==> images/power_grid.png <==
Scale bar: 20 um. Pins as bars on the die edge.
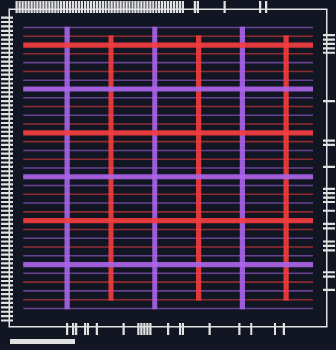
==> images/placement_by_type.png <==
Fill, decap, tap and diode cells in grey.
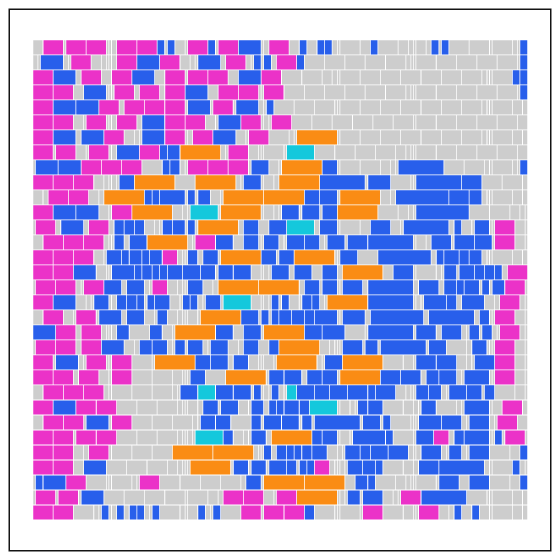
==> src/rtl/wb_port_arbiter_if.sv <==
// Register-file write-port arbitration bundle: pipeline W-stage write, LU result
// handshake, decode hazard query and the resulting write port / stall / bypass.
interface wb_port_arbiter_if #(
  parameter int DATA_WIDTH     = 32,
  parameter int REG_ADDR_WIDTH = 5
);
  logic                      reg_writeW_i;
  logic [REG_ADDR_WIDTH-1:0] rdW_i;
  logic [DATA_WIDTH-1:0]     resultW_i;
  logic                      lu_issue_i;
  logic [REG_ADDR_WIDTH-1:0] lu_rdD_i;
  logic                      lu_valid_i;
  logic [REG_ADDR_WIDTH-1:0] lu_rd_i;
  logic [DATA_WIDTH-1:0]     lu_result_i;
  logic                      lu_ready_o;
  logic [REG_ADDR_WIDTH-1:0] rs1D_i;
  logic [REG_ADDR_WIDTH-1:0] rs2D_i;
  logic                      reg_writeD_i;
  logic [REG_ADDR_WIDTH-1:0] rdD_i;
  logic                      reg_write_o;
  logic [REG_ADDR_WIDTH-1:0] rd_o;
  logic [DATA_WIDTH-1:0]     wd_o;
  logic                      stall_o;
  logic                      busy_stall_o;
  logic                      fwd_valid_o;
  logic [DATA_WIDTH-1:0]     fwd_data_o;

  modport slave (
    input  reg_writeW_i, rdW_i, resultW_i, lu_issue_i, lu_rdD_i,
           lu_valid_i, lu_rd_i, lu_result_i, rs1D_i, rs2D_i, reg_writeD_i, rdD_i,
    output lu_ready_o, reg_write_o, rd_o, wd_o, stall_o, busy_stall_o,
           fwd_valid_o, fwd_data_o
  );

  modport master (
    output reg_writeW_i, rdW_i, resultW_i, lu_issue_i, lu_rdD_i,
           lu_valid_i, lu_rd_i, lu_result_i, rs1D_i, rs2D_i, reg_writeD_i, rdD_i,
    input  lu_ready_o, reg_write_o, rd_o, wd_o, stall_o, busy_stall_o,
           fwd_valid_o, fwd_data_o
  );
endinterface

==> src/rtl/wb_port_arbiter.sv <==
// Shares the register-file write port between the W stage and the long-latency unit,
// with a busy scoreboard and starvation-forced grant. Define ARB_BYPASS_EN for LU bypass.
module wb_port_arbiter #(
  parameter int DATA_WIDTH     = 32,
  parameter int REG_ADDR_WIDTH = 5,
  parameter int STARVE_LIMIT   = 4
) (
  input  logic              clk_i,
  input  logic              rst_i,
  wb_port_arbiter_if.slave  bus
);
  localparam int NREG = 1 << REG_ADDR_WIDTH;
  localparam logic [3:0] LIMIT = 4'(STARVE_LIMIT);

  typedef enum logic [1:0] {ST_IDLE, ST_WAIT, ST_FORCE} state_t;

  state_t          state_q, state_d;
  logic [3:0]      cnt_q, cnt_d;
  logic [NREG-1:0] busy_q, busy_d, busy_v;
  logic            pipe_wr, lu_grant, lu_xfer;

  assign pipe_wr = bus.reg_writeW_i && (bus.rdW_i != '0);

  always_ff @(posedge clk_i) begin
    if (rst_i) begin
      state_q <= ST_IDLE;
      cnt_q   <= '0;
    end else begin
      state_q <= state_d;
      cnt_q   <= cnt_d;
    end
  end

  always_comb begin
    state_d = state_q;
    cnt_d   = cnt_q;
    case (state_q)
      ST_IDLE: begin
        if (bus.lu_valid_i && pipe_wr) begin
          state_d = ST_WAIT;
          cnt_d   = 4'd1;
        end
      end
      ST_WAIT: begin
        if (!pipe_wr) begin
          state_d = ST_IDLE;
          cnt_d   = '0;
        end else if (cnt_q < LIMIT) begin
          cnt_d = cnt_q + 4'd1;
        end else begin
          state_d = ST_FORCE;
        end
      end
      ST_FORCE: begin
        state_d = ST_IDLE;
        cnt_d   = '0;
      end
      default: begin
        state_d = ST_IDLE;
        cnt_d   = '0;
      end
    endcase
  end

  // FORCE always hands the port to the LU; the held W write retires next cycle
  always_comb begin
    lu_grant = 1'b0;
    if (bus.lu_valid_i && !rst_i) begin
      case (state_q)
        ST_IDLE, ST_WAIT: lu_grant = !pipe_wr;
        ST_FORCE:         lu_grant = 1'b1;
        default:          lu_grant = 1'b0;
      endcase
    end
    bus.lu_ready_o  = lu_grant;
    bus.stall_o     = (state_q == ST_FORCE) && !rst_i;
    bus.reg_write_o = 1'b0;
    bus.rd_o        = bus.rdW_i;
    bus.wd_o        = bus.resultW_i;
    if (lu_grant) begin
      bus.reg_write_o = (bus.lu_rd_i != '0);
      bus.rd_o        = bus.lu_rd_i;
      bus.wd_o        = bus.lu_result_i;
    end else if (state_q != ST_FORCE && !rst_i) begin
      bus.reg_write_o = bus.reg_writeW_i;
    end
  end

  assign lu_xfer = bus.lu_valid_i && lu_grant;

  // Hazard view of the scoreboard; with bypass the granted register is already available
  always_comb begin
    busy_v = busy_q;
`ifdef ARB_BYPASS_EN
    if (lu_grant) busy_v[bus.lu_rd_i] = 1'b0;
    bus.fwd_valid_o = lu_grant;
    bus.fwd_data_o  = lu_grant ? bus.lu_result_i : '0;
`else
    bus.fwd_valid_o = 1'b0;
    bus.fwd_data_o  = '0;
`endif
    bus.busy_stall_o = busy_v[bus.rs1D_i] | busy_v[bus.rs2D_i]
                     | (bus.reg_writeD_i & busy_v[bus.rdD_i])
                     | (bus.lu_issue_i & busy_v[bus.lu_rdD_i]);
  end

  // Clear before set so a same-index issue in the transfer cycle wins
  always_comb begin
    busy_d = busy_q;
    if (lu_xfer) busy_d[bus.lu_rd_i] = 1'b0;
    if (bus.lu_issue_i && !bus.busy_stall_o) busy_d[bus.lu_rdD_i] = 1'b1;
    busy_d[0] = 1'b0;
  end

  always_ff @(posedge clk_i) begin
    if (rst_i) busy_q <= '0;
    else       busy_q <= busy_d;
  end
endmodule

==> src/flat_wrapper.sv <==
// flat-port wrapper written by rule: the top's interface ports become plain ports
module wb_port_arbiter_flat 
#(
  parameter int DATA_WIDTH     = 32,
  parameter int REG_ADDR_WIDTH = 5,
  parameter int STARVE_LIMIT   = 4
)
  (clk_i, rst_i, bus_reg_writeW_i, bus_rdW_i, bus_resultW_i, bus_lu_issue_i, bus_lu_rdD_i, bus_lu_valid_i, bus_lu_rd_i, bus_lu_result_i, bus_rs1D_i, bus_rs2D_i, bus_reg_writeD_i, bus_rdD_i, bus_lu_ready_o, bus_reg_write_o, bus_rd_o, bus_wd_o, bus_stall_o, bus_busy_stall_o, bus_fwd_valid_o, bus_fwd_data_o);
  wb_port_arbiter_if #(.DATA_WIDTH(DATA_WIDTH), .REG_ADDR_WIDTH(REG_ADDR_WIDTH)) bus_i ();
  input  logic clk_i;
  input  logic rst_i;
  input wire logic [$bits(bus_i.reg_writeW_i)-1:0] bus_reg_writeW_i;
  input wire logic [$bits(bus_i.rdW_i)-1:0] bus_rdW_i;
  input wire logic [$bits(bus_i.resultW_i)-1:0] bus_resultW_i;
  input wire logic [$bits(bus_i.lu_issue_i)-1:0] bus_lu_issue_i;
  input wire logic [$bits(bus_i.lu_rdD_i)-1:0] bus_lu_rdD_i;
  input wire logic [$bits(bus_i.lu_valid_i)-1:0] bus_lu_valid_i;
  input wire logic [$bits(bus_i.lu_rd_i)-1:0] bus_lu_rd_i;
  input wire logic [$bits(bus_i.lu_result_i)-1:0] bus_lu_result_i;
  input wire logic [$bits(bus_i.rs1D_i)-1:0] bus_rs1D_i;
  input wire logic [$bits(bus_i.rs2D_i)-1:0] bus_rs2D_i;
  input wire logic [$bits(bus_i.reg_writeD_i)-1:0] bus_reg_writeD_i;
  input wire logic [$bits(bus_i.rdD_i)-1:0] bus_rdD_i;
  output wire logic [$bits(bus_i.lu_ready_o)-1:0] bus_lu_ready_o;
  output wire logic [$bits(bus_i.reg_write_o)-1:0] bus_reg_write_o;
  output wire logic [$bits(bus_i.rd_o)-1:0] bus_rd_o;
  output wire logic [$bits(bus_i.wd_o)-1:0] bus_wd_o;
  output wire logic [$bits(bus_i.stall_o)-1:0] bus_stall_o;
  output wire logic [$bits(bus_i.busy_stall_o)-1:0] bus_busy_stall_o;
  output wire logic [$bits(bus_i.fwd_valid_o)-1:0] bus_fwd_valid_o;
  output wire logic [$bits(bus_i.fwd_data_o)-1:0] bus_fwd_data_o;
  assign bus_i.reg_writeW_i = bus_reg_writeW_i;
  assign bus_i.rdW_i = bus_rdW_i;
  assign bus_i.resultW_i = bus_resultW_i;
  assign bus_i.lu_issue_i = bus_lu_issue_i;
  assign bus_i.lu_rdD_i = bus_lu_rdD_i;
  assign bus_i.lu_valid_i = bus_lu_valid_i;
  assign bus_i.lu_rd_i = bus_lu_rd_i;
  assign bus_i.lu_result_i = bus_lu_result_i;
  assign bus_i.rs1D_i = bus_rs1D_i;
  assign bus_i.rs2D_i = bus_rs2D_i;
  assign bus_i.reg_writeD_i = bus_reg_writeD_i;
  assign bus_i.rdD_i = bus_rdD_i;
  assign bus_lu_ready_o = bus_i.lu_ready_o;
  assign bus_reg_write_o = bus_i.reg_write_o;
  assign bus_rd_o = bus_i.rd_o;
  assign bus_wd_o = bus_i.wd_o;
  assign bus_stall_o = bus_i.stall_o;
  assign bus_busy_stall_o = bus_i.busy_stall_o;
  assign bus_fwd_valid_o = bus_i.fwd_valid_o;
  assign bus_fwd_data_o = bus_i.fwd_data_o;
  wb_port_arbiter #(.DATA_WIDTH(DATA_WIDTH), .REG_ADDR_WIDTH(REG_ADDR_WIDTH), .STARVE_LIMIT(STARVE_LIMIT)) u_core (.clk_i(clk_i), .rst_i(rst_i), .bus(bus_i));
endmodule
==> config.mk <==
export PLATFORM = sky130hd
export DESIGN_NAME = wb_port_arbiter_flat
export DESIGN_NICKNAME = d
export VERILOG_FILES = /design/src/rtl/wb_port_arbiter_if.sv /design/src/rtl/wb_port_arbiter.sv /design/src/flat_wrapper.sv
export SDC_FILE = /design/constraint.sdc
export NUM_CORES = 1
export LEC_CHECK = 0
export CAP_MARGIN = 0
export CORE_MARGIN = 4
export CORE_UTILIZATION = 45
export DETAILED_ROUTE_END_ITERATION = 10
export PLACE_DENSITY = 0.95
export SLEW_MARGIN = 10
export SYNTH_ARGS = -nofsm -noshare
export SYNTH_HDL_FRONTEND = slang
export SYNTH_SLANG_ARGS = --single-unit
==> constraint.sdc <==
create_clock -name clk_i -period 6.8 [get_ports clk_i]
set_clock_uncertainty 0.1 [all_clocks]
set_input_delay 1.02 -clock clk_i [delete_from_list [all_inputs] [get_ports clk_i]]
set_output_delay 1.02 -clock clk_i [all_outputs]
set_load 0.01 [all_outputs]
==> flow_summary.toml <==
# flow metrics
[synth]
muxShareOfSynthArea_pct = 31.99
yosys_cells = 388
ys_ff = 37
fa_ha_area_share_pct = 0.3440
syn-cell-area_um2 = 3637
synth_dominant_cell_count = "mux2_2"
ys_warn_count = 0
synthTopCellsByArea = "dfxtp_1 (20%), mux2_2 (13%), mux4_2 (8.0%)"
async_flop_share_pct = 0
yosys_area_um2 = 3637
edf_count = 0
aoi_share_pct = 20.61
yosysSeqAreaShare_pct = 20.36
top_cell_area_share_pct = 20.36
flop_cell = "dfxtp_1"
synth_cells = 388
synth.distinct_cells = 52
simple_gate_area_share_pct = 14.79
top_area_cell = "dfxtp_1"
syn_avg_cell_area_um2 = 9.374
logic_family = "multiplexers"

[placed_design]
place_area_um2 = 4902
dp_worst_setup_slack_ns = 1.563
finalWeightedCongestion = 0.9049
dp.cells = 603
detailed_place_hpwl_mm = 10.45
io_buffers = 140

[cells_and_area]
comb_area_um2 = 2587
sh_seq_area_pct = 14.82
logic_gate_count = 316
syn_to_final_growth_pct = 37.43
lay_top_cells = "clkdlybuf4s50_1 (140), mux2_2 (43), dfxtp_1 (37), conb_1 (33), o211ai_1 (32)"
fin_area_um2 = 4999
n_all_buffers = 144
regArea_um2 = 740.7
final_util_pct = 64.02
n_fill_cell = 653
largest_class = "logic gates"
antennaDiodeCount = 0
clkbuf_count = 6
inverters = 4
design.seq.count = 37
fin_cells = 611
lay_top_count = "clkdlybuf4s50_1"
layout.nonclk_buf_share_pct = 28.64
sh_comb_area_pct = 51.76
nets = 609
clk_share_pct = 1.927

[final_timing]
rsz0062_at_grt = "no"
hold_slack_ns = 0.3984
finalHoldViolations = 0
tightest_slew_ns = 0.8899
setup_tns_ns = 0
fin_crit_ns = 5.286
slew_headroom_pct = 40.49
slew_violations = 0
fmax_mhz = 189.2
setup_viol = 0
finalClockPeriodUsage_pct = 77.73
fin_ws_ns = 1.514

[die]
design.core.area_um2 = 7807
io_pins = 174
rows = 32
initial_core_util_pct = 46.59
die_height_um = 97.91
dieArea_um2 = 9585
fp.dieW_um = 97.91

[setup_path]
cp_num_cells = 9
endpoint = "bus_busy_stall_o"
cp_num_buf_inv = 3
endpoint_kind = "output pin"
cp_data_required_time_ns = 5.68
crit_slowest_cell = "clkdlybuf4s50_1"
worstPathMaxFanout = 29
worstPathArrival_ns = 4.17
cpPeakStageDelay_ns = 1.05
cp_cell_sequence = "clkdlybuf4s50_1, mux4_2, nand3b_1, a31oi_1, a21oi_1, nand2_1, buf_4, a21o_1, clkdlybuf4s50_1"
path_common_cell = "clkdlybuf4s50_1"
worstSetupPathType = "in -> out"
start_kind = "input pin"
r2r_end = "u_core.busy_q[6]$_SDFF_PP0_"
critPathLaunch = "bus_lu_rdD_i[1]"
r2r_cells = 6
critical_path.top_delay_family = "buffers and inverters"
worstReg2RegStart = "u_core.busy_q[17]$_SDFF_PP0_"
r2r_slack_ns = 4.32

[clocking]
cts_hold_buf = 0
root_buffer = "clkbuf_8"
cts_setup_buffers = 0
clk_pin_slew_ns = 0.08
cts_resized = 0
cts_buffers = 5
clock-sinks = 37
h-tree-depth = 2
cts_tree = "built"
clk-insertion-delay-late_ns = 0.30
clk_path_buf_depth = 2

[drt]
vias_per_cell = 6.322
first_pass_iters = 5
wl_per_cell_um = 21.47
drt_iter0_drc = 484
met2_length_mm = 6.471
drtAntennaViolNets = 0
vias = 3863
drt-total-wl_mm = 13.12
wirelength_met1_mm = 4.456
detail_route.drc_violations = 0
dr_wl_met3_mm = 1.313

[grt]
grt_pass1_vias = 3918
grt_pass1_wl_mm = 20.65
antenna_found_initial = 0
track_usage_pct = 26.86
grt_start_max_net_pins = 36

[worst_hold_path]
hold_end = "u_core.cnt_q[3]$_SDFFE_PP0P_"
hold_class = "reg -> reg"
holdPathStages = 1
min_from = "u_core.cnt_q[3]$_SDFFE_PP0P_"

[power_and_ir_drop]
powerSeq_w = 0.000221
ir_worst_vdd_uv = 84.58
maxPowerGroup = "registers"
powerClk_w = 0.000164
p_int_w = 0.0004177
p_total_w = 0.0006027
p_per_area_nw_per_um2 = 120.6
seqPwrFrac_pct = 36.7
powerComb_w = 0.000217
pwr-share-clk_pct = 27.2
comb_power_share_pct = 36.1
swShare_pct = 30.70
switchingPower_w = 0.0001850
p_leak_nw = 1.798

[flow_run]
warnings = 26
drv_cap = 0

[outcome]
status = "finished clean"
## Picture notes: power_grid.png
legend:
  red:
    net: VDD
  purple:
    net: VSS
signal pins: 174
met5 straps: 6

## Picture notes: placement_by_type.png
legend:
  magenta:
    class: remaining buffers and delay cells
    cells: 144
    share_of_their_area: 29%
  blue:
    class: combinational and other logic
    cells: 320
    share_of_their_area: 53%
  orange:
    class: sequential cells
    cells: 37
    share_of_their_area: 15%
  cyan:
    class: clock drivers and dummy loads
    cells: 8
    share_of_their_area: 2.0%

kinds of logic (layout without fill, tap and decap cells):
logic type | count (synthesis) | after routing
AOI/OAI and AO/OA | 96 | 96
other | 1 | 33
buffers and inverters | 67 | 156
and+or+nand+nor | 98 | 98
adders and majority gates | 1 | 1
DFF | 37 | 37
muxes | 88 | 88
registers in the layout (all words and copies together) (netlist names):
name	flops
u_core.busy_q	31
u_core.state_q	2
u_core.cnt_q	4
worst reg2reg max path: cells and delay by family, from the launching register on:
kind	cells	cell delay, ns
buffers and inverters	1	0.24
DFF	1	0.39
AOI/OAI and AO/OA	3	0.81
muxes	2	0.82
metal layers:
layer | track usage [%] | up-vias
li1 | - | 1714
met1 | 29.58 | 1814
met2 | 45.60 | 276
met3 | 7.071 | 59
met4 | 17.25 | 0
met5 | 0 | -
Power and IR drop assume default switching activity.
